--- src/rtl/if_id_pipe_reg.sv ---
// IF/ID pipeline register: loads, stalls or flushes the fetched PC/instruction
// pair, stretches multi-cycle hazard requests with a hold counter, and keeps
// saturating stall/flush cycle counters for performance debug.

`ifndef Hazard_Signal_Width
`define Hazard_Signal_Width 4
`endif

module if_id_pipe_reg #(
  parameter int unsigned     XLEN      = 32,
  parameter int unsigned     HAZ_W     = `Hazard_Signal_Width,
  parameter logic [XLEN-1:0] NOP_INSTR = XLEN'(32'h00000013),
  parameter int unsigned     PERF_W    = 32
) (
  input  logic              clk,
  input  logic              rst,
  input  logic [XLEN-1:0]   if_pc,
  input  logic [XLEN-1:0]   if_instr,
  input  logic              if_valid,
  input  logic [1:0]        if_id_mode,
  input  logic [HAZ_W-1:0]  signal_cycle,
  output logic [XLEN-1:0]   id_pc,
  output logic [XLEN-1:0]   id_instr,
  output logic              id_valid,
  output logic              hold_busy,
  output logic [PERF_W-1:0] stall_count,
  output logic [PERF_W-1:0] flush_count
);

  typedef enum logic [1:0] {
    MODE_NORMAL = 2'b00,
    MODE_STALL  = 2'b01,
    MODE_FLUSH  = 2'b10
  } mode_e;

  mode_e            held_mode;
  logic [HAZ_W-1:0] hold_cnt;

  mode_e            req_c;
  mode_e            eff_c;
  mode_e            mode_nxt_c;
  logic [HAZ_W-1:0] cnt_nxt_c;

  // Decode the request, pick the effective mode and compute the next hold state
  always_comb begin
    req_c      = MODE_NORMAL;
    eff_c      = MODE_NORMAL;
    mode_nxt_c = held_mode;
    cnt_nxt_c  = hold_cnt;

    // Flush bit dominates, so 2'b11 decodes as Flush
    if (if_id_mode[1]) begin
      req_c = MODE_FLUSH;
    end else if (if_id_mode[0]) begin
      req_c = MODE_STALL;
    end

    if (req_c != MODE_NORMAL) begin
      eff_c = req_c;
    end else if (hold_cnt != '0) begin
      eff_c = held_mode;
    end

    // A fresh request always reloads; signal_cycle of 0 behaves like 1
    if (req_c != MODE_NORMAL) begin
      mode_nxt_c = req_c;
      cnt_nxt_c  = (signal_cycle == '0) ? '0 : signal_cycle - HAZ_W'(1);
    end else if (hold_cnt != '0) begin
      cnt_nxt_c = hold_cnt - HAZ_W'(1);
    end

    if (cnt_nxt_c == '0) begin
      mode_nxt_c = MODE_NORMAL;
    end
  end

  // Hold counter, held mode and busy flag
  always_ff @(posedge clk or posedge rst) begin
    if (rst) begin
      hold_cnt  <= '0;
      held_mode <= MODE_NORMAL;
      hold_busy <= 1'b0;
    end else begin
      hold_cnt  <= cnt_nxt_c;
      held_mode <= mode_nxt_c;
      hold_busy <= (cnt_nxt_c != '0);
    end
  end

  // Pipeline register update driven by the effective mode
  always_ff @(posedge clk or posedge rst) begin
    if (rst) begin
      id_pc    <= '0;
      id_instr <= NOP_INSTR;
      id_valid <= 1'b0;
    end else begin
      case (eff_c)
        MODE_NORMAL: begin
          id_pc    <= if_pc;
          id_valid <= if_valid;
          id_instr <= if_valid ? if_instr : NOP_INSTR;
        end
        MODE_FLUSH: begin
          id_instr <= NOP_INSTR;
          id_valid <= 1'b0;
        end
        default: begin
        end
      endcase
    end
  end

  // Saturating performance counters
  always_ff @(posedge clk or posedge rst) begin
    if (rst) begin
      stall_count <= '0;
      flush_count <= '0;
    end else begin
      if ((eff_c == MODE_STALL) && !(&stall_count)) begin
        stall_count <= stall_count + PERF_W'(1);
      end
      if ((eff_c == MODE_FLUSH) && !(&flush_count)) begin
        flush_count <= flush_count + PERF_W'(1);
      end
    end
  end

endmodule

--- config.mk ---
export PLATFORM = sky130hd
export DESIGN_NAME = if_id_pipe_reg
export DESIGN_NICKNAME = d
export VERILOG_FILES = /design/src/rtl/if_id_pipe_reg.sv
export SDC_FILE = /design/constraint.sdc
export NUM_CORES = 1
export LEC_CHECK = 0
export ABC_AREA = 0
export CELL_PAD_IN_SITES_DETAIL_PLACEMENT = 0
export CELL_PAD_IN_SITES_GLOBAL_PLACEMENT = 1
export CORE_MARGIN = 10
export CORE_UTILIZATION = 35
export CTS_BUF_LIST = sky130_fd_sc_hd__clkbuf_8
export CTS_CLUSTER_SIZE = 40
export DETAILED_ROUTE_END_ITERATION = 8
export PLACE_DENSITY_LB_ADDON = 0.1
export SLEW_MARGIN = 20
export SYNTH_ARGS = -nofsm -noshare
export SYNTH_HDL_FRONTEND = slang
export SYNTH_SLANG_ARGS = --single-unit
--- constraint.sdc ---
create_clock -name clk -period 5.5 [get_ports clk]
set_input_delay 1.1 -clock clk [delete_from_list [all_inputs] [get_ports clk]]
set_output_delay 1.1 -clock clk [all_outputs]
set_load 0.02 [all_outputs]
==> out/qor.yml, run 1 <==
worst_setup_path:
  worstReg2RegEnd: "id_instr[18]"
  max_stage_delay_ns: 0.91
  r2r_slack_ns: 2.41
  endpoint_kind: "register"
  r2r_start: "hold_cnt[0]"
  arrival_ns: 4.03
  worstSetupPathDepth: 7
  cp.buffers_inverters: 3
  critical_path_required_ns: 5.88
  critPathKind: "in -> reg"
  r2r_cells: 8
  crit_end: "id_instr[18]"
  start_kind: "input pin"
cells_and_area:
  antennaDiodeCount: 0
  fin_cells: 988
  comb_cells: 384
  buffer_area_share_pct: 23.8
  seq_area_share_pct: 39.8
  largest_class: "registers"
  clkbuf_count: 18
  syn_to_final_growth_pct: 45.1
  inverters: 12
  final_cell_mix: "202 x clkdlybuf4s50_1, 133 x dfrtp_1, 123 x nand2_1, 45 x xnor2_1"
  n_all_buffers: 204
  logic_area_um2: 2380
  flops: 136
  sh_comb_area_pct: 27.9
  drive_gt1_share_pct: 7.29
  seq_area_um2: 3410
  lay_top_count: "clkdlybuf4s50_1"
timing:
  fin_crit_ns: 3.65
  max_slew_margin_pct: 29.5
  fmax_mhz: 274
  tns_ns: 0
  finalHoldViolCount: 0
hold_path:
  worstHoldPathType: "reg -> reg"
  hold_end: "id_pc[15]"
  whs_path_depth: 2
status:
  outcome: "finished, final reports clean"
place:
  dp_hpwl_um: 12600
  post-place-cells: 956
  portBuffers: 202
  routabilityCongestion: 0.795
synth:
  yosys.area.top_type: "dfrtp_1"
  synthTopCellsByCount: "133 x dfrtp_1, 123 x nand2_1, 45 x xnor2_1"
  area_leaders: "dfrtp_1 56%, nand2_1 7.8%, xnor2_1 6.7%, a22o_1 4.3%, nand4_1 2.9%"
  synthCells: 551
  synthArstFlopShare_pct: 100
  syn_area_um2: 5900
  ys_sh_simple_pct: 21.9
  flop_cell: "dfrtp_1"
  ys_sh_mux_pct: 1.12
  xor_area_share_pct: 8.91
  most_common_cell: "dfrtp_1"
  compound_area_share_pct: 7.61
  ys_sh_adder_pct: 0.636
  synth_cell_types: 50
detailed_routing:
  drc: 0
  drt_wl_total_um: 17200
  viasPerCell: 4.84
  drt-initial-drc-count: 193
  dr.pass1.iters: 4
  wl_per_cell_um: 17.5
clock_tree:
  cts_sinks: 136
  cts_buffers: 17
  clockRootBuffer: "clkbuf_8"
  cts.clk_slew.worst_paths_ns: 0.08
  clock_path_buffers: 2
  htree_levels: 4
  post_cts_buffers: 0
power:
  ir_worst_vdd_mv: 0.264
  netSwitchingFraction_pct: 31.5
  p_per_area_nw_per_um2: 333
  power_frac_seq_pct: 44.0
  p_switching_w: 0.000896
  comb_power_share_pct: 26.3
  comb-power_w: 0.000750
  leakage_nw: 3.75
die:
  core_um2: 16500
  die_w_um: 150
  n_tap_cell: 220
  die_y_um: 150
  io_pins: 203
  rows: 47
grt:
  grt_overflow_total: 0
  grt_pass1_wl_um: 27100
flow_run:
  cap_violations: 0
  warnings: 28
==> run 1: routing by layer <==
layer  vias up  global-route usage, %  wire, um
met3        16                   5.77      1330
met4         0                   4.76       191
li1       2319                      -         -
met2       147                   23.3      7770
met5         -                      0         0
met1      2295                   19.5      7950
==> run 1: metrics by stage <==
stage | util (%) | hold WS (ns) | worst slack (ns) | area (um^2)
2_1_floorplan | - | 0.557 | 0.766 | 5900
3_3_place_gp | 49.3 | 0.457 | 1.47 | 8150
3_5_place_dp | 49.3 | 0.462 | 1.35 | 8150
4_1_cts | 51.8 | 0.480 | 1.84 | 8560
5_1_grt | 51.8 | 0.485 | 1.60 | 8560
6_report | 51.8 | 0.476 | 1.85 | 8560
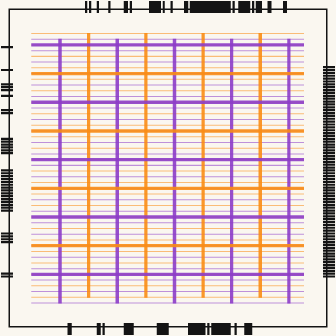
Run 1: power grid
Pins as bars on the die edge.
legend:
  VSS:
    color: purple
  VDD:
    color: orange
met1 rails: 48
met5 straps: 9
rows: 47

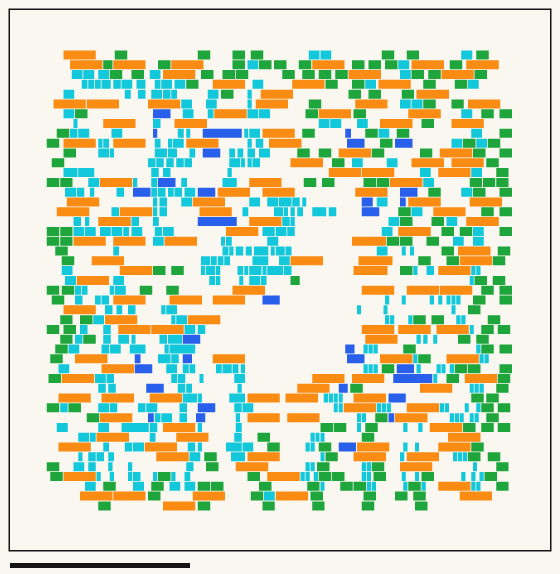
Run 1: placed cells, one color a class
Bar = 50 um.
legend:
  flops:
    color: orange
    cells: 136
    share_of_their_area: 41%
  clock drivers and dummy loads:
    color: blue
    cells: 32
    share_of_their_area: 4.9%
  other buffers and delay cells:
    color: green
    cells: 204
    share_of_their_area: 25%
  all other logic:
    color: cyan
    cells: 396
    share_of_their_area: 29%

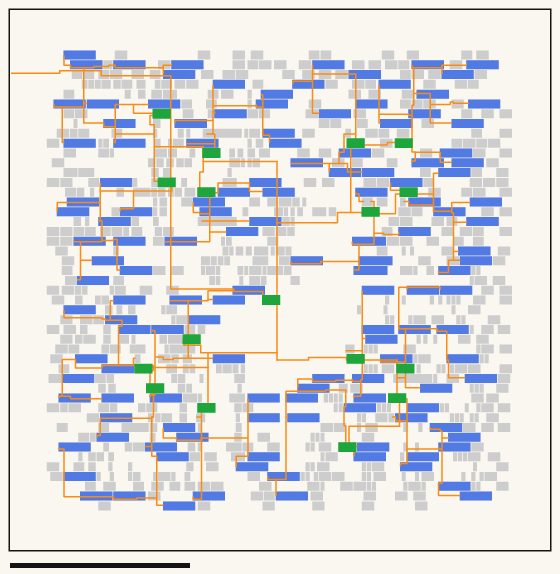
Run 1: clock distribution
Bar = 50 um.
legend:
  cells driving clock nets:
    color: green
    count: 17
  flip-flops:
    color: blue
    count: 136
  clock wires:
    color: orange
    length: 1840 um
flops lie: spread over the die
Clock net power: 0.000845 W
Skew-Pair Late Insertion Delay: 0.45 ns
Clock Skew: 0.0150 ns
Clk pwr share: 29.6%

==> run 2, diff against run 1 <==
--- a/config.mk
+++ b/config.mk
@@ -9,7 +9,7 @@
 export CELL_PAD_IN_SITES_DETAIL_PLACEMENT = 0
 export CELL_PAD_IN_SITES_GLOBAL_PLACEMENT = 1
 export CORE_MARGIN = 10
-export CORE_UTILIZATION = 35
+export CORE_UTILIZATION = 32
 export CTS_BUF_LIST = sky130_fd_sc_hd__clkbuf_8
 export CTS_CLUSTER_SIZE = 40
 export DETAILED_ROUTE_END_ITERATION = 8
==> constraint.sdc (replaced) <==
create_clock -name clk -period 3.3 [get_ports clk]
set_input_delay 0.66 -clock clk [delete_from_list [all_inputs] [get_ports clk]]
set_output_delay 0.66 -clock clk [all_outputs]
set_load 0.02 [all_outputs]
==> run 2 against run 1 <==
  * Area after synthesis unchanged
  * Clock power increased by 69%
  * Global-route usage is 0.64 points lower
  * Final area up 1.3%
  * Largest power group unchanged
  * Largest cell class unchanged
  * Clock-buffer cell count grew 1
  * Clock skew up 0.00073 ns
  * First-iteration DRC count increased by 22%
  * Synthesized cell count did not move
  * Hold slack is essentially flat
  * Die area grew 8.1%
==> out/qor.yml, run 2 <==
worst_setup_path:
  critPathKind: "reg -> reg"  # was in -> reg
  path_cells: "inv_1 -> ha_1 -> or3b_2 -> a32oi_1 -> nor4_1 -> nand3_1 -> mux2_2"  # was clkdlybuf4s50_1 -> nor2_1 -> o21ai_2 -> buf_4 -> inv_2 -> and2_1 -> a22o_1
  r2r_cells: 7  # was 8
  worstReg2RegEnd: "stall_count[31]"  # was id_instr[18]
  r2r_start: "hold_cnt[0]"  # unchanged
  cp.buffers_inverters: 1  # was 3
  r2r_slack_ns: 0.91  # was 2.41 ns
  critical_path_required_ns: 3.62  # was 5.88 ns
  arrival_ns: 2.70  # was 4.03 ns
  endpoint_kind: "register"  # unchanged
detailed_routing:
  drt-met1-wl_um: 8120  # was 7950 um
  drt_wl_total_um: 17800  # was 17200 um
  dr.pass1.iters: 4  # unchanged
  wl_met2_um: 8170  # was 7770 um
  top_layer_used: "met4"  # unchanged
  drc: 0  # unchanged
status:
  outcome: "finished, final reports clean"  # unchanged
power:
  p_clk_share_pct: 30.0  # was 29.6%
  pg_clk_w: 0.00143  # was 0.000845 W
  power_frac_seq_pct: 43.6  # was 44.0%
  leakage_nw: 3.81  # was 3.75 nW
  p_switching_w: 0.00150  # was 0.000896 W
  netSwitchingFraction_pct: 31.3  # was 31.5%
  comb_power_share_pct: 26.4  # was 26.3%
  ir_worst_vdd_mv: 0.334  # was 0.264 mV
  comb-power_w: 0.00127  # was 0.000750 W
  p_per_area_nw_per_um2: 552  # was 333 nW/um^2
synth:
  ys_sh_adder_pct: 0.636  # unchanged
  synthTopCellsByCount: "133 x dfrtp_1, 123 x nand2_1, 45 x xnor2_1"  # unchanged
  compound_area_share_pct: 7.61  # unchanged
  yosys.area.top_type: "dfrtp_1"  # unchanged
  synth_cell_types: 50  # unchanged
  xor_area_share_pct: 8.91  # unchanged
  synthCells: 551  # unchanged
  netlist_logic_family_top: "simple AND/OR/NAND/NOR gates"  # unchanged
  area_leaders: "dfrtp_1 56%, nand2_1 7.8%, xnor2_1 6.7%, a22o_1 4.3%, nand4_1 2.9%"  # unchanged
  most_common_cell: "dfrtp_1"  # unchanged
  synthArstFlopShare_pct: 100  # unchanged
  ys_sh_simple_pct: 21.9  # unchanged
  syn_area_um2: 5900  # unchanged
grt:
  use_met3_pct: 4.77  # was 5.77%
  use_met1_pct: 18.9  # was 19.5%
  busiest_layer: "met2"  # unchanged
  grt_util_met2_pct: 22.5  # was 23.3%
hold_path:
  worstHoldPathType: "reg -> reg"  # unchanged
  hold_end: "id_pc[11]"  # was id_pc[15]
  whs_path_depth: 2  # unchanged
clock_tree:
  clock_path_buffers: 2  # unchanged
  cts_buffers: 17  # unchanged
  cts.clk_slew.worst_paths_ns: 0.08  # about the same
  post_cts_buffers: 0  # unchanged
  htree_levels: 4  # unchanged
  cts_sinks: 136  # unchanged
  clockRootBuffer: "clkbuf_8"  # unchanged
place:
  portBuffers: 202  # unchanged
  post-place-cells: 974  # was 956
  pre_cts_ws_ns: 0.527  # was 1.35 ns
  routabilityCongestion: 0.809  # was 0.795
  dp_hpwl_um: 13000  # was 12600 um
timing:
  worst_hold_slack_ns: 0.475  # was 0.476 ns
  tns_ns: 0  # unchanged
  fin_ws_ns: 0.912  # was 1.85 ns
  fin_crit_ns: 2.39
  finalHoldViolCount: 0  # unchanged
  fmax_mhz: 419
  fin_skew_ns: 0.0158  # was 0.0150 ns
die:
  rows: 49  # was 47
  io_pins: 203  # unchanged
  core_um2: 18000  # was 16500 um^2
  die_w_um: 156  # was 150 um
flow_run:
  warnings: 26  # was 28
  cap_violations: 0  # unchanged
cells_and_area:
  drive_gt1_share_pct: 8.37  # was 7.29%
  final_cell_mix: "202 x clkdlybuf4s50_1, 133 x dfrtp_1, 123 x nand2_1, 45 x xnor2_1"  # unchanged
  fin_cells: 1006  # was 988
  antennaDiodeCount: 0  # unchanged
  syn_to_final_growth_pct: 46.9  # was 45.1%
  lay_top_count: "clkdlybuf4s50_1"  # unchanged
## run 2: area by class of cell
class                   count  area, um^2  share of cell area, %
flip-flops and latches    136        3410                   39.3
clock inverters            13         154                   1.78
multi-input cells         384        2380                   27.4
well taps                 229         287                   3.31
clock buffers              19         262                   3.02
repair buffers            213        2130                   24.6
inverters                  12        48.8                  0.563
## run 2: worst max path at each step
stage / start / endpoint / slack, ns / depth (start not counted)
finish: hold_cnt[0] / stall_count[31] / 0.91 / 7
floorplan: rst / flush_count[0] / 0.95 / 1
detailed placement: if_id_mode[0] / flush_count[10] / 0.53 / 6
global placement: if_id_mode[0] / flush_count[10] / 0.59 / 6
CTS: hold_cnt[0] / flush_count[31] / 0.92 / 8
global route: hold_cnt[1] / flush_count[31] / 0.74 / 8
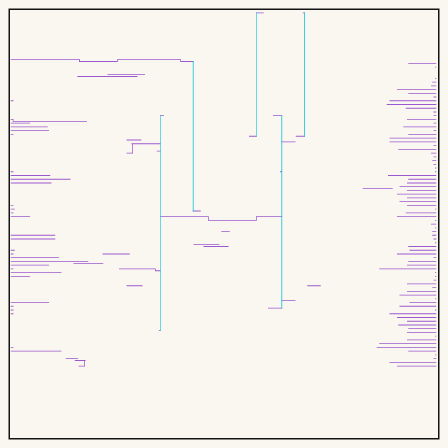
Run 2: routed metal, one color a layer
Two of the layers only.
legend:
  met4:
    color: cyan
    wire_length: 292 um
  met3:
    color: purple
    wire_length: 1180 um
DR WL/cell: 17.7 um
GRT Resource Usage Total: 14.6%

Power is estimated from default activity; no workload was simulated.
